[src/rtl/egress_serializer.sv]
// Transmit side of the router serial port: buffers one parallel packet and shifts it out on frame_n/valid_n/dout.
// Define EGRESS_STATS_EN to add the pkt_count completed-packet counter.
module egress_serializer #(
   parameter int unsigned PAD_CYCLES = 0,
   parameter int unsigned GAP_CYCLES = 2
) (
   input  logic        clock,
   input  logic        reset,
   input  logic        in_valid,
   output logic        in_ready,
   input  logic [2:0]  in_addr,
   input  logic [31:0] in_data,
   output logic        frame_n,
   output logic        valid_n,
   output logic        dout,
   output logic        busy
`ifdef EGRESS_STATS_EN
   ,
   output logic [15:0] pkt_count
`endif
);

   typedef enum logic [2:0] {IDLE, ADDR, PAD, DATA, GAP} state_t;

   localparam logic [5:0] PAD_LAST = 6'(PAD_CYCLES - 1);
   localparam logic [5:0] GAP_LAST = 6'(GAP_CYCLES - 1);

   state_t      state, state_nx;
   logic [5:0]  cnt, cnt_nx;
   logic        hold_full, hold_full_nx;
   logic [2:0]  hold_addr, eng_addr, eng_addr_nx;
   logic [31:0] hold_data, eng_data, eng_data_nx;
   logic        accept, transfer;
   logic        frame_n_nx, valid_n_nx, dout_nx, busy_nx;

   assign accept = in_valid && in_ready;

   always_comb begin
      // NOTE: every signal written here gets a default first, so no path can infer a latch.
      state_nx    = state;
      cnt_nx      = cnt + 6'd1;
      transfer    = 1'b0;
      eng_addr_nx = eng_addr;
      eng_data_nx = eng_data;

      unique case (state)
         IDLE: begin
            cnt_nx = '0;
            if (hold_full) begin
               transfer = 1'b1;
               state_nx = ADDR;
            end
         end
         ADDR: begin
            if (cnt == 6'd2) begin
               cnt_nx = '0;
               if (PAD_CYCLES > 0) state_nx = PAD;
               else                state_nx = DATA;
            end
         end
         PAD: begin
            if (cnt == PAD_LAST) begin
               cnt_nx   = '0;
               state_nx = DATA;
            end
         end
         DATA: begin
            if (cnt == 6'd31) begin
               cnt_nx   = '0;
               state_nx = GAP;
            end
         end
         GAP: begin
            if (cnt == GAP_LAST) begin
               cnt_nx = '0;
               if (hold_full) begin
                  transfer = 1'b1;
                  state_nx = ADDR;
               end else begin
                  state_nx = IDLE;
               end
            end
         end
         default: begin
            cnt_nx   = '0;
            state_nx = IDLE;
         end
      endcase

      // Engine shifts LSB-first; the bit on dout is always bit 0 of the next-cycle engine value.
      if (transfer) begin
         eng_addr_nx = hold_addr;
         eng_data_nx = hold_data;
      end else if (state == ADDR) begin
         eng_addr_nx = {1'b0, eng_addr[2:1]};
      end else if (state == DATA) begin
         eng_data_nx = {1'b0, eng_data[31:1]};
      end

      frame_n_nx = 1'b1;
      valid_n_nx = 1'b1;
      dout_nx    = 1'b0;
      unique case (state_nx)
         ADDR: begin
            frame_n_nx = 1'b0;
            dout_nx    = eng_addr_nx[0];
         end
         PAD: frame_n_nx = 1'b0;
         DATA: begin
            frame_n_nx = (cnt_nx == 6'd31);
            valid_n_nx = 1'b0;
            dout_nx    = eng_data_nx[0];
         end
         default: ;
      endcase

      hold_full_nx = hold_full;
      if (accept)        hold_full_nx = 1'b1;
      else if (transfer) hold_full_nx = 1'b0;

      busy_nx = (state_nx != IDLE) || hold_full_nx;
   end

   // NOTE: sequential state uses <= so every flop samples pre-edge values regardless of block order.
   always_ff @(posedge clock or posedge reset) begin
      if (reset) begin
         state     <= IDLE;
         cnt       <= '0;
         hold_full <= 1'b0;
         in_ready  <= 1'b1;
         frame_n   <= 1'b1;
         valid_n   <= 1'b1;
         dout      <= 1'b0;
         busy      <= 1'b0;
      end else begin
         state     <= state_nx;
         cnt       <= cnt_nx;
         hold_full <= hold_full_nx;
         in_ready  <= !hold_full_nx;
         frame_n   <= frame_n_nx;
         valid_n   <= valid_n_nx;
         dout      <= dout_nx;
         busy      <= busy_nx;
      end
   end

   // NOTE: payload registers are only read when hold_full/state qualify them, so they carry no reset.
   always_ff @(posedge clock) begin
      if (accept) begin
         hold_addr <= in_addr;
         hold_data <= in_data;
      end
      eng_addr <= eng_addr_nx;
      eng_data <= eng_data_nx;
   end

`ifdef EGRESS_STATS_EN
   logic last_gap;
   assign last_gap = (state == GAP) && (cnt == GAP_LAST);

   always_ff @(posedge clock or posedge reset) begin
      if (reset)         pkt_count <= '0;
      else if (last_gap) pkt_count <= pkt_count + 16'd1;
   end
`endif

endmodule

[config.mk]
export PLATFORM = sky130hd
export DESIGN_NAME = egress_serializer
export DESIGN_NICKNAME = d
export VERILOG_FILES = /design/src/rtl/egress_serializer.sv
export SDC_FILE = /design/constraint.sdc
export NUM_CORES = 1
export LEC_CHECK = 0
export CAP_MARGIN = 20
export CORE_ASPECT_RATIO = 0.5
export CORE_MARGIN = 2
export CORE_UTILIZATION = 35
export CTS_CLUSTER_SIZE = 12
export DETAILED_ROUTE_END_ITERATION = 8
export SETUP_SLACK_MARGIN = 0.05
export SLEW_MARGIN = 5
export SYNTH_ARGS = -nofsm -noshare
export SYNTH_HDL_FRONTEND = slang
export SYNTH_SLANG_ARGS = --single-unit
[constraint.sdc]
create_clock -name clock -period 5.5 [get_ports clock]
set_input_delay 0.55 -clock clock [delete_from_list [all_inputs] [get_ports clock]]
set_output_delay 0.55 -clock clock [all_outputs]
set_load 0.05 [all_outputs]
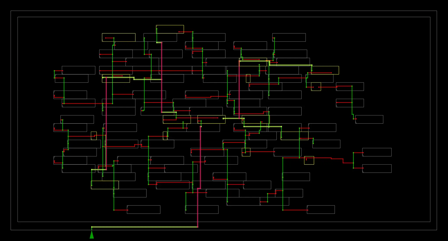
Figure 1: run 1, clock nets.
clock latency on the worst-skew pair: 0.33 ns
clkbuf count: 10
Setup Skew: 0.006240 ns
FFs & Latches: 85
CTS Sinks: 85

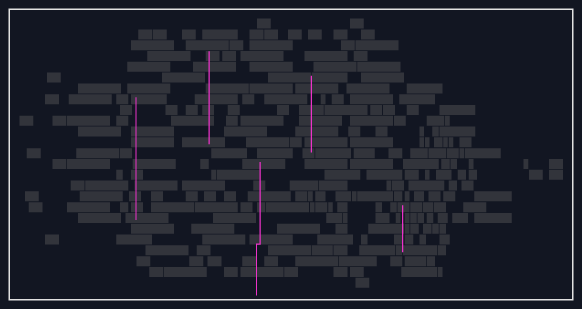
Figure 2: run 1, met4 routing.
Cells faint in the background.
share of all routed wire: 2.1%
nets with wire on the layer: 3
longest straight run: 30.6 µm
wire length on this layer: 119 µm
main direction: vertical
final WL: 5544 µm
routed vias: 1829

==> flow_metrics.py, run 1 <==
# Generated from Yosys and OpenROAD reports
metrics = {
    "synthesis": {
        "yosys_cells": 204,
        "yosysWarnings": 0,
        "syn_inst": 204,
        "ys_sh_aoi_pct": 11.37,
        "top_cells_by_area": "edfxtp_1, dfrtp_1, a22o_1",
        "ys_top_logic_family": "AND-OR/OR-AND gates",
        "synth_flops": 85,
        "avgSynthCellArea_um2": 16.23,
        "synth.largest_area_cell": "edfxtp_1",
    },
    "setup_path": {
        "worstPathCellList": "inv_1, ha_1, nor4bb_1, a22o_1, buf_8, or2_2",
        "crit_cells": 6,
        "crit_start": "cnt[1]",
        "r2r_end": "eng_data[7]",
    },
    "cells_and_area": {
        "clkCellAreaFrac_pct": 7.035,
        "reg.largest.list": "eng_data x32, hold_data x32, cnt x6",
        "comb_area_um2": 779.5,
        "logic_gates": 101,
        "buffers": 44,
        "layout.cells.non_filler": 374,
        "seq_share_pct": 59.14,
    },
    "clock_network": {
        "cts_tree": "yes",
        "numCtsBuffers": 9,
        "htree_num_levels": 3,
    },
    "placement": {
        "place_hpwl_um": 3614,
        "place_congestion": 0.8160,
    },
    "min_path": {
        "hold_class": "reg2reg",
        "whs_path_depth": 2,
    },
    "drt": {
        "ant_nets": 0,
    },
    "floorplanning": {
        "rows": 25,
        "io_pins": 43,
        "die_area_um2": 10300,
        "taps": 121,
    },
    "grt": {
        "grt_pass1_wl_um": 8956,
        "antenna_found_initial": 0,
    },
    "outcome": {
        "status": "finished, final reports clean",
    },
    "pwr": {
        "power.density_nw_per_um2": 561.9,
        "power.leakage_nw": 1.506,
    },
    "final_timing": {
        "fin_crit_sh_pct": 52.56,
        "worst_pin_slew_ns": 0.8385,
    },
}
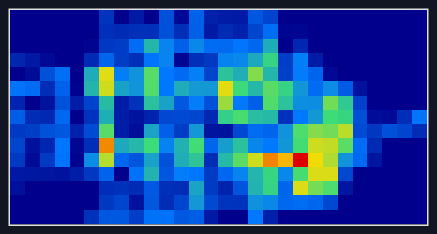
Figure 3: run 1, wire density map.
28 x 15 tiles, from dark blue (low) to red (high), scaled to the fullest tile. Values are wire area over tile area, all layers added.
emptiest ninth of the die: north-east
densest ninth of the die: centre
mean over tiles: 0.085
Total GRT Usage: 11.67%
DR WL/cell: 14.82 µm

-- run 1: power breakdown --
| group | internal [mW] | switching, mW |
|---|---|---|
| Combinational | 0.274 | 0.360 |
| Clock | 0.351 | 0.239 |
| Sequential | 1.01 | 0.109 |
-- run 1: routing by layer --
layer  wire length [µm]  vias up  global-route usage, %
met1               2580      899                  14.27
li1                   -      882                      -
met2               2613       37                  18.55
met4                118        0                  6.111
met5                  0        -                      0
met3                232       11                  4.199
-- run 1: cells by family (layout without fill, tap and decap cells) --
group                    after synthesis  after routing
flip-flops                            85             85
AND/OR/NAND/NOR                       47             47
AND-OR/OR-AND                         44             44
buffers and inverters                 18             67
XOR/XNOR                               5              5
adder cells (fa/ha/maj)                3              3
multiplexers                           2              2
==> inputs of run 2 (changes only) <==
==> constraint.sdc (replaced) <==
create_clock -name clock -period 2.74 [get_ports clock]
set_input_delay 0.274 -clock clock [delete_from_list [all_inputs] [get_ports clock]]
set_output_delay 0.274 -clock clock [all_outputs]
set_load 0.05 [all_outputs]
==> flow_metrics.py, run 2 <==
# Generated from Yosys and OpenROAD reports
metrics = {
    "clock_network": {
        "cts_sinks": 85,
        "htree_num_levels": 3,
        "cts_tree": "yes",
    },
    "setup_path": {
        "worstPathCellList": "ha_1, nor4bb_1, a22o_1, or2_2, buf_4",
    },
    "synthesis": {
        "ys_sh_aoi_pct": 11.37,
        "synth_flops": 85,
        "synth.largest_area_cell": "edfxtp_1",
        "ys_top_logic_family": "AND-OR/OR-AND gates",
        "syn_inst": 204,
        "yosysWarnings": 0,
        "yosys_cells": 204,
        "avgSynthCellArea_um2": 16.23,
    },
    "cells_and_area": {
        "comb_area_um2": 779.5,
        "buffers": 46,
        "numSequentialCells": 85,
        "clock_buffers": 10,
        "clkCellAreaFrac_pct": 7.342,
    },
    "floorplanning": {
        "die_area_um2": 10300,
        "io_pins": 43,
    },
    "outcome": {
        "status": "finished, final reports clean",
    },
    "drt": {
        "via_count": 1822,
        "ant_nets": 0,
    },
    "final_timing": {
        "fin_crit_sh_pct": 82.80,
    },
    "min_path": {
        "hold_class": "in2async",
    },
    "pwr": {
        "power.density_nw_per_um2": 1140,
        "power.leakage_nw": 1.523,
    },
    "placement": {
        "place_hpwl_um": 3742,
    },
}
[run 2: worst max-delay path: cells and delay by family (launching register included)]
family | cells | cell delay [ns]
compound gates | 1 | 0.44
buf+inv | 1 | 0.34
fa+ha+maj | 1 | 0.20
flops | 1 | 0.45
simple gates | 2 | 0.48
[run 2: metal layers]
| metal | global-route usage [%] | routed length [µm] | vias up |
|---|---|---|---|
| met5 | 0 | 0 | - |
| met4 | 6.222 | 118 | 0 |
| met3 | 5.709 | 250 | 13 |
| met2 | 19.04 | 2690 | 35 |
| met1 | 14.46 | 2630 | 890 |
| li1 | - | - | 884 |
[run 2: power by group]
part	leakage (nW)	internal (mW)	switching (mW)
clock	0.151	0.788	0.459
combinational	0.519	0.549	0.723
sequential	0.853	2.02	0.223
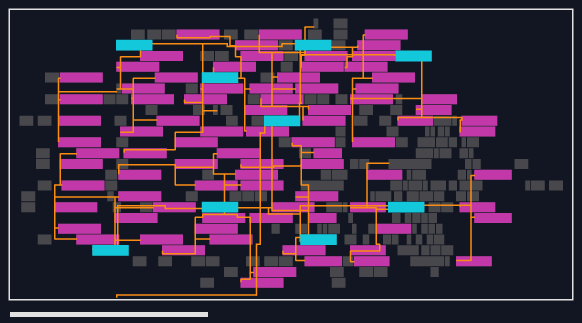
Figure 4: run 2, clock distribution.
The bar under the picture is 50 µm long.
[magenta] flip-flops | count: 85
[cyan] cells driving clock nets | count: 9
[orange] clock wires | length: 1040 µm
routed clock nets: 10
clock share of power: 26.2%
Setup Skew: 0.005208 ns
Clock net power: 1.25 mW

Power is estimated from default activity; no workload was simulated.
